<file path="src/rtl/prod_disp_pkg.sv">
// prod_disp_pkg: shared definitions for the product BCD display block.
//   conv_state_t : states of the sequential binary-to-BCD converter
//   SEG_*        : active-low 7-segment codes, bit order {g,f,e,d,c,b,a}
//   NUM_DIGITS   : number of multiplexed display digits
//   seg_decode   : nibble to segment code; values 10..15 decode to blank
package prod_disp_pkg;

    typedef enum logic [1:0] {
        IDLE  = 2'd0,
        SHIFT = 2'd1,
        DONE  = 2'd2
    } conv_state_t;

    localparam int NUM_DIGITS = 3;

    localparam logic [6:0] SEG_0     = 7'b1000000;
    localparam logic [6:0] SEG_1     = 7'b1111001;
    localparam logic [6:0] SEG_2     = 7'b0100100;
    localparam logic [6:0] SEG_3     = 7'b0110000;
    localparam logic [6:0] SEG_4     = 7'b0011001;
    localparam logic [6:0] SEG_5     = 7'b0010010;
    localparam logic [6:0] SEG_6     = 7'b0000010;
    localparam logic [6:0] SEG_7     = 7'b1111000;
    localparam logic [6:0] SEG_8     = 7'b0000000;
    localparam logic [6:0] SEG_9     = 7'b0010000;
    localparam logic [6:0] SEG_BLANK = 7'b1111111;

    function automatic logic [6:0] seg_decode(input logic [3:0] digit);
        logic [6:0] code;
        code = SEG_BLANK;
        case (digit)
            4'd0:    code = SEG_0;
            4'd1:    code = SEG_1;
            4'd2:    code = SEG_2;
            4'd3:    code = SEG_3;
            4'd4:    code = SEG_4;
            4'd5:    code = SEG_5;
            4'd6:    code = SEG_6;
            4'd7:    code = SEG_7;
            4'd8:    code = SEG_8;
            4'd9:    code = SEG_9;
            default: code = SEG_BLANK;
        endcase
        return code;
    endfunction

endpackage

</file>
<file path="src/rtl/prod_bcd_disp_bin2bcd_seq.sv">
// bin2bcd_seq: sequential shift-add-3 (double-dabble) converter with a
// valid/ready capture port.
//   clk, rst : clock, asynchronous active-high reset
//   p_in     : 8-bit binary value, captured when p_valid && p_ready
//   p_valid  : input present
//   p_ready  : idle and able to accept (registered)
//   busy     : conversion in progress, SHIFT or DONE (registered)
//   bcd      : last converted value {hundreds, tens, units}; held until DONE
module bin2bcd_seq
    import prod_disp_pkg::*;
(
    input  logic        clk,
    input  logic        rst,
    input  logic [7:0]  p_in,
    input  logic        p_valid,
    output logic        p_ready,
    output logic        busy,
    output logic [11:0] bcd
);

    conv_state_t state;
    logic [19:0] shift_reg;
    logic [2:0]  iter;
    logic [19:0] adjusted;

    // Add-3 correction on the three BCD nibbles before each shift; the low
    // byte still holds unshifted binary bits and is passed through untouched.
    always_comb begin
        adjusted        = shift_reg;
        adjusted[11:8]  = (shift_reg[11:8]  >= 4'd5) ? shift_reg[11:8]  + 4'd3 : shift_reg[11:8];
        adjusted[15:12] = (shift_reg[15:12] >= 4'd5) ? shift_reg[15:12] + 4'd3 : shift_reg[15:12];
        adjusted[19:16] = (shift_reg[19:16] >= 4'd5) ? shift_reg[19:16] + 4'd3 : shift_reg[19:16];
    end

    always_ff @(posedge clk or posedge rst) begin
        if (rst) begin
            state     <= IDLE;
            shift_reg <= '0;
            iter      <= '0;
            p_ready   <= 1'b1;
            busy      <= 1'b0;
            bcd       <= '0;
        end else begin
            unique case (state)
                IDLE: begin
                    if (p_valid) begin
                        shift_reg <= {12'b0, p_in};
                        iter      <= '0;
                        state     <= SHIFT;
                        p_ready   <= 1'b0;
                        busy      <= 1'b1;
                    end
                end
                SHIFT: begin
                    shift_reg <= {adjusted[18:0], 1'b0};
                    iter      <= iter + 3'd1;
                    if (iter == 3'd7) begin
                        state <= DONE;
                    end
                end
                DONE: begin
                    bcd     <= shift_reg[19:8];
                    state   <= IDLE;
                    p_ready <= 1'b1;
                    busy    <= 1'b0;
                end
                default: begin
                    state   <= IDLE;
                    p_ready <= 1'b1;
                    busy    <= 1'b0;
                end
            endcase
        end
    end

endmodule

</file>
<file path="src/rtl/prod_bcd_disp.sv">
// prod_bcd_disp: captures the 4x4 multiplier product, converts it to BCD and
// scans it onto a 3-digit multiplexed 7-segment display.
//   clk, rst : clock, asynchronous active-high reset
//   p_in     : 8-bit product;  p_valid / p_ready : capture handshake
//   busy     : conversion in progress
//   bcd      : last converted value {hundreds, tens, units}
//   seg      : active-low segments {g,f,e,d,c,b,a}
//   an       : active-low one-hot digit enables, an[0]=units, an[2]=hundreds
// Parameters: REFRESH_DIV (cycles per digit, >= 2), DIV_W (counter width).
// Optional build macro LEADING_ZERO_BLANK_EN blanks leading zero digits;
// the units digit is never blanked.
module prod_bcd_disp
    import prod_disp_pkg::*;
#(
    parameter int REFRESH_DIV = 50000,
    parameter int DIV_W       = 16
) (
    input  logic                  clk,
    input  logic                  rst,
    input  logic [7:0]            p_in,
    input  logic                  p_valid,
    output logic                  p_ready,
    output logic                  busy,
    output logic [11:0]           bcd,
    output logic [6:0]            seg,
    output logic [NUM_DIGITS-1:0] an
);

    localparam logic [DIV_W-1:0] LAST_COUNT = DIV_W'(REFRESH_DIV - 1);

    logic [DIV_W-1:0]      refresh_cnt;
    logic [1:0]            digit_idx;
    logic [1:0]            next_idx;
    logic [3:0]            next_nibble;
    logic [6:0]            next_seg;
    logic [NUM_DIGITS-1:0] next_an;

    bin2bcd_seq u_conv (
        .clk     (clk),
        .rst     (rst),
        .p_in    (p_in),
        .p_valid (p_valid),
        .p_ready (p_ready),
        .busy    (busy),
        .bcd     (bcd)
    );

    // Everything the display will show after the next wrap is computed here,
    // so an and seg can both be registered and switch on the same edge.
    always_comb begin
        next_idx    = (digit_idx == 2'(NUM_DIGITS - 1)) ? 2'd0 : digit_idx + 2'd1;
        next_nibble = bcd[3:0];
        unique case (next_idx)
            2'd0:    next_nibble = bcd[3:0];
            2'd1:    next_nibble = bcd[7:4];
            default: next_nibble = bcd[11:8];
        endcase
        next_seg = seg_decode(next_nibble);
`ifdef LEADING_ZERO_BLANK_EN
        if ((next_idx == 2'd2) && (bcd[11:8] == 4'd0)) begin
            next_seg = SEG_BLANK;
        end else if ((next_idx == 2'd1) && (bcd[11:4] == 8'd0)) begin
            next_seg = SEG_BLANK;
        end
`endif
        next_an = ~(NUM_DIGITS'(1) << next_idx);
    end

    always_ff @(posedge clk or posedge rst) begin
        if (rst) begin
            refresh_cnt <= '0;
            digit_idx   <= 2'd0;
            an          <= 3'b110;
            seg         <= SEG_0;
        end else if (refresh_cnt == LAST_COUNT) begin
            refresh_cnt <= '0;
            digit_idx   <= next_idx;
            an          <= next_an;
            seg         <= next_seg;
        end else begin
            refresh_cnt <= refresh_cnt + 1'b1;
        end
    end

endmodule

</file>
<file path="config.mk">
export PLATFORM = sky130hd
export DESIGN_NAME = prod_bcd_disp
export DESIGN_NICKNAME = d
export VERILOG_FILES = /design/src/rtl/prod_disp_pkg.sv /design/src/rtl/prod_bcd_disp_bin2bcd_seq.sv /design/src/rtl/prod_bcd_disp.sv
export SDC_FILE = /design/constraint.sdc
export NUM_CORES = 1
export LEC_CHECK = 0
export CORE_ASPECT_RATIO = 0.7
export CORE_MARGIN = 2
export CORE_UTILIZATION = 50
export DETAILED_ROUTE_END_ITERATION = 8
export MAX_ROUTING_LAYER = met4
export PLACE_DENSITY = 0.72
export SLEW_MARGIN = 20
export SYNTH_ARGS = -nofsm -noshare
export SYNTH_HDL_FRONTEND = slang
export SYNTH_SLANG_ARGS = --single-unit
</file>
<file path="constraint.sdc">
create_clock -name clk -period 5.03 [get_ports clk]
set_clock_uncertainty 0.2 [all_clocks]
set_input_delay 1.509 -clock clk [delete_from_list [all_inputs] [get_ports clk]]
set_output_delay 1.509 -clock clk [all_outputs]
set_load 0.05 [all_outputs]
</file>
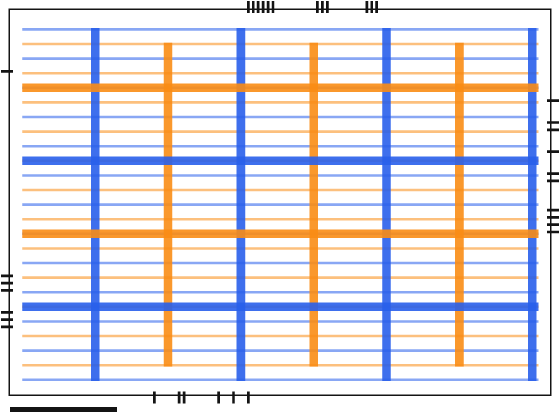
floorplan.png
Bar = 20 µm. Pins as bars on the die edge.
net	colour
VDD	orange
VSS	blue
signal pins	35
rows	24
met5 straps	4
met4 straps	7
die boundary height: 71.6 µm
maximum vdd ir drop: 0.324 mV
DIE WIDTH: 101 µm

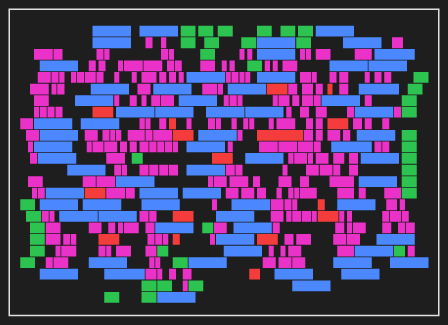
class_map.png
class	colour	cells	share of their area
clock drivers and dummy loads	red	16	5.1%
remaining logic cells	magenta	247	40%
remaining buffers and delay cells	green	38	9.8%
registers	blue	67	45%
Final Cell Area: 0.00387 mm²
core outline area: 0.00628 mm²
fraction of the core area covered by cells at the end of the flow: 61.7%
standard-cell rows: 24
sequential share of cell area: 43.4%

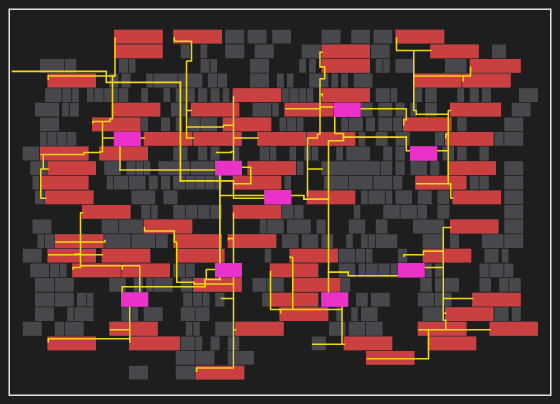
clock_wires.png
[clock wires] yellow | length: 763 µm
[clock-net drivers] magenta | count: 9
[flip-flops] red | count: 67
routed clock nets	10
clock group power: 0.433 mW
clock share of power: 21.3%

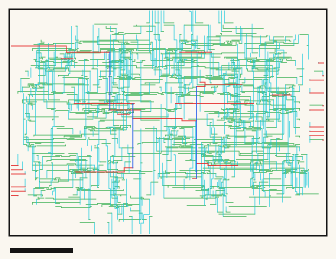
layers.png
Bar = 20 µm.
layer	colour	wire length
M2	cyan	2,720 µm
M3	red	232 µm
M4	blue	68.0 µm
M1	green	3,250 µm
via count: 2,408
total wirelength of the detailed-routed design: 6.27 mm
DR WL/cell: 14.1 µm
overall global routing resource usage: 20.0%

==> summary.txt <==
The synthesis and PnR run went through. Per the detailed placement report, the placed cell area equals 0.00368 mm². H-tree level count landed at 3. As reported, the later end of the worst-skew pair has a clock insertion delay of 340 ps.

Setup total negative slack on the finished layout was measured at 0 ps. Sorting the synthesized cells by area gives the leading types as dfrtp_1 48%, nand2_1 6.2%, o21ai_0 5.4%. Starting density of the core landed at 52.0%. In the synthesized netlist, the cells that appear most often are 63 x dfrtp_1, 54 x nand2_1, 35 x o21ai_0. According to the floorplan report, the total die area is 0.00720 mm². Remaining global-route overflow landed at 0. The worst hold path begins at u_conv.shift_reg[5]. For reference, the critical path is captured by seg[6]. Length of routed met3 wiring landed at 232 µm. Per the cell usage report, the commonest logic cell in the layout is dfrtp_1. Cells with a size suffix above 1 make up 8.97% of the layout. The timing report attributes the biggest portion of critical-path delay to buffers and inverters. The timing report shows that the slowest cell on the worst path is clkdlybuf4s50_1. The first global-routing pass estimated 10.9 mm of wire. For this run, the register share of the synthesized area comes to 51.5%. Once routing completed, OpenROAD measured the worst setup slack at 1650 ps.

Number of warnings printed during yosys synthesis landed at 0. After clock tree synthesis, the setup repair step added 0 buffers. The worst path uses 67.1% of the clock period. The number of hold buffers added after CTS was 0. Number of flip-flops under the largest register name landed at 20. Synthesized instance count landed at 328. On the worst path, the slowest cell contributes a delay of 790 ps. The worst hold path terminates at u_conv.shift_reg[5]. Worst setup slack for register-to-register paths landed at 2440 ps. According to the timing report, the arrival time at the worst endpoint equals 1670 ps. In the routed layout, each cell is associated on average with a via count of 5.40. During placement, the flow inserted port buffers numbering 34. Clock-pin transition on the worst setup and hold timing paths landed at 70 ps.

Number of remaining DRC errors landed at 0. The number of nets handed over by synthesis was 351. The number of placed instances, taps included, is 430. The most critical hold endpoint after final layout shows a slack of 285 ps. Among the non-sequential cells, simple AND/OR/NAND/NOR gates take the most area.

The launch point of the critical path was reported as seg[6]. Worst reg2reg path depth landed at 4. Total clock sinks landed at 67. Distinct cell type count of the synthesized netlist landed at 47. Per the log, the first TritonRoute iteration ended with a DRC count of 90.

Total setup violations reported at the end of the flow landed at 0. The data required time reported for the critical path is 3320 ps. Buffers plus inverters on the worst setup path landed at 1. Total standard cell area after synthesis landed at 0.00327 mm².

Routed length on met2 landed at 2.72 mm. Share of synthesized area spent on multiplexers landed at 4.67%. Static timing analysis puts the maximum clock frequency at 0.296 GHz.

In the per-layer breakdown of the detailed-route log, met1 shows 3.25 mm. Number of OpenROAD warnings landed at 31. TritonCTS built the clock tree. By startpoint and endpoint, the worst setup path is classified as reg -> out.

Shortest clock period the worst path allows after layout landed at 3380 ps. OpenSTA, run right after detailed placement, puts the worst setup slack at 2020 ps. Area share of xor/xnor cells in the synthesized design landed at 4.29%. STA classifies the critical path startpoint as a flop. Setup repair after global routing left no endpoint under its margin. The path class of the tightest hold or removal check is reg -> reg. The number of maximum-capacitance violations recorded for the run is 0.

Number of logic stages on the critical path including buffering landed at 1. Maximum number of pins on one net before global-route repair landed at 54. Normalized max-slew margin landed at 56.7%. Summing the areas of all and, or, nand and nor instances in the mapped netlist gives 17.6% of the synthesized area. Yosys reported that registers with async set or reset make up 100%. Area fraction in compound gates after synthesis landed at 14.1%. The area growth from synthesis to layout is 18.5%.

TritonCTS created 9 clock buffers. In the placement report, post-DP HPWL is listed as 4.51 mm. Number of antenna violations at the first check in global routing landed at 0. Counting along the longest clock path gives a buffer depth of 2. Dividing total power by cell area gives a power density of 524 mW/mm².

The synthesized design spends more area on one cell type than any other, namely dfrtp_1. Among all cell types in the netlist, the one instantiated most often is dfrtp_1. The worst setup path is captured at a primary output. Number of detailed-routing iterations run before antenna repair landed at 4. The number of global-route vias before repair is 2,368. Slew at the pin closest to its max-slew limit landed at 649 ps. The critical path maximum fanout is 2.

The repair_antennas step left the layout with diodes totalling 0. Pins over their slew limit in the final report were tallied at 0. The detailed router used layers up to and including met4.

Hold-check failures listed in the final report amount to 0. Layout filler cell count landed at 558. Number of top-level pins landed at 35.

The run finished with clean final reports. Yosys cell count landed at 328.
-- where the power goes --
part | switching (mW) | internal (mW) | leakage [nW]
Clock | 0.193 | 0.240 | 0.0991
Sequential | 0.115 | 0.678 | 0.852
Combinational | 0.493 | 0.311 | 0.780
Total | 0.801 | 1.23 | 1.73
-- layout make-up --
type,count,area [µm²],share of cell area [%]
repair buffers,38,370,9.57
clock inverters,5,52.6,1.36
flip-flops and latches,67,1680,43.4
multi-input cells,234,1480,38.1
well taps,78,97.6,2.52
inverters,13,51.3,1.33
clock buffers,11,141,3.65
-- routing by layer --
metal / up-vias / GRT usage [%]
li1: 1229 / -
met1: 1134 / 27.4
met2: 36 / 29.9
met3: 9 / 5.27
met4: 0 / 5.48
met5: - / -
Power is estimated from default activity; no workload was simulated.
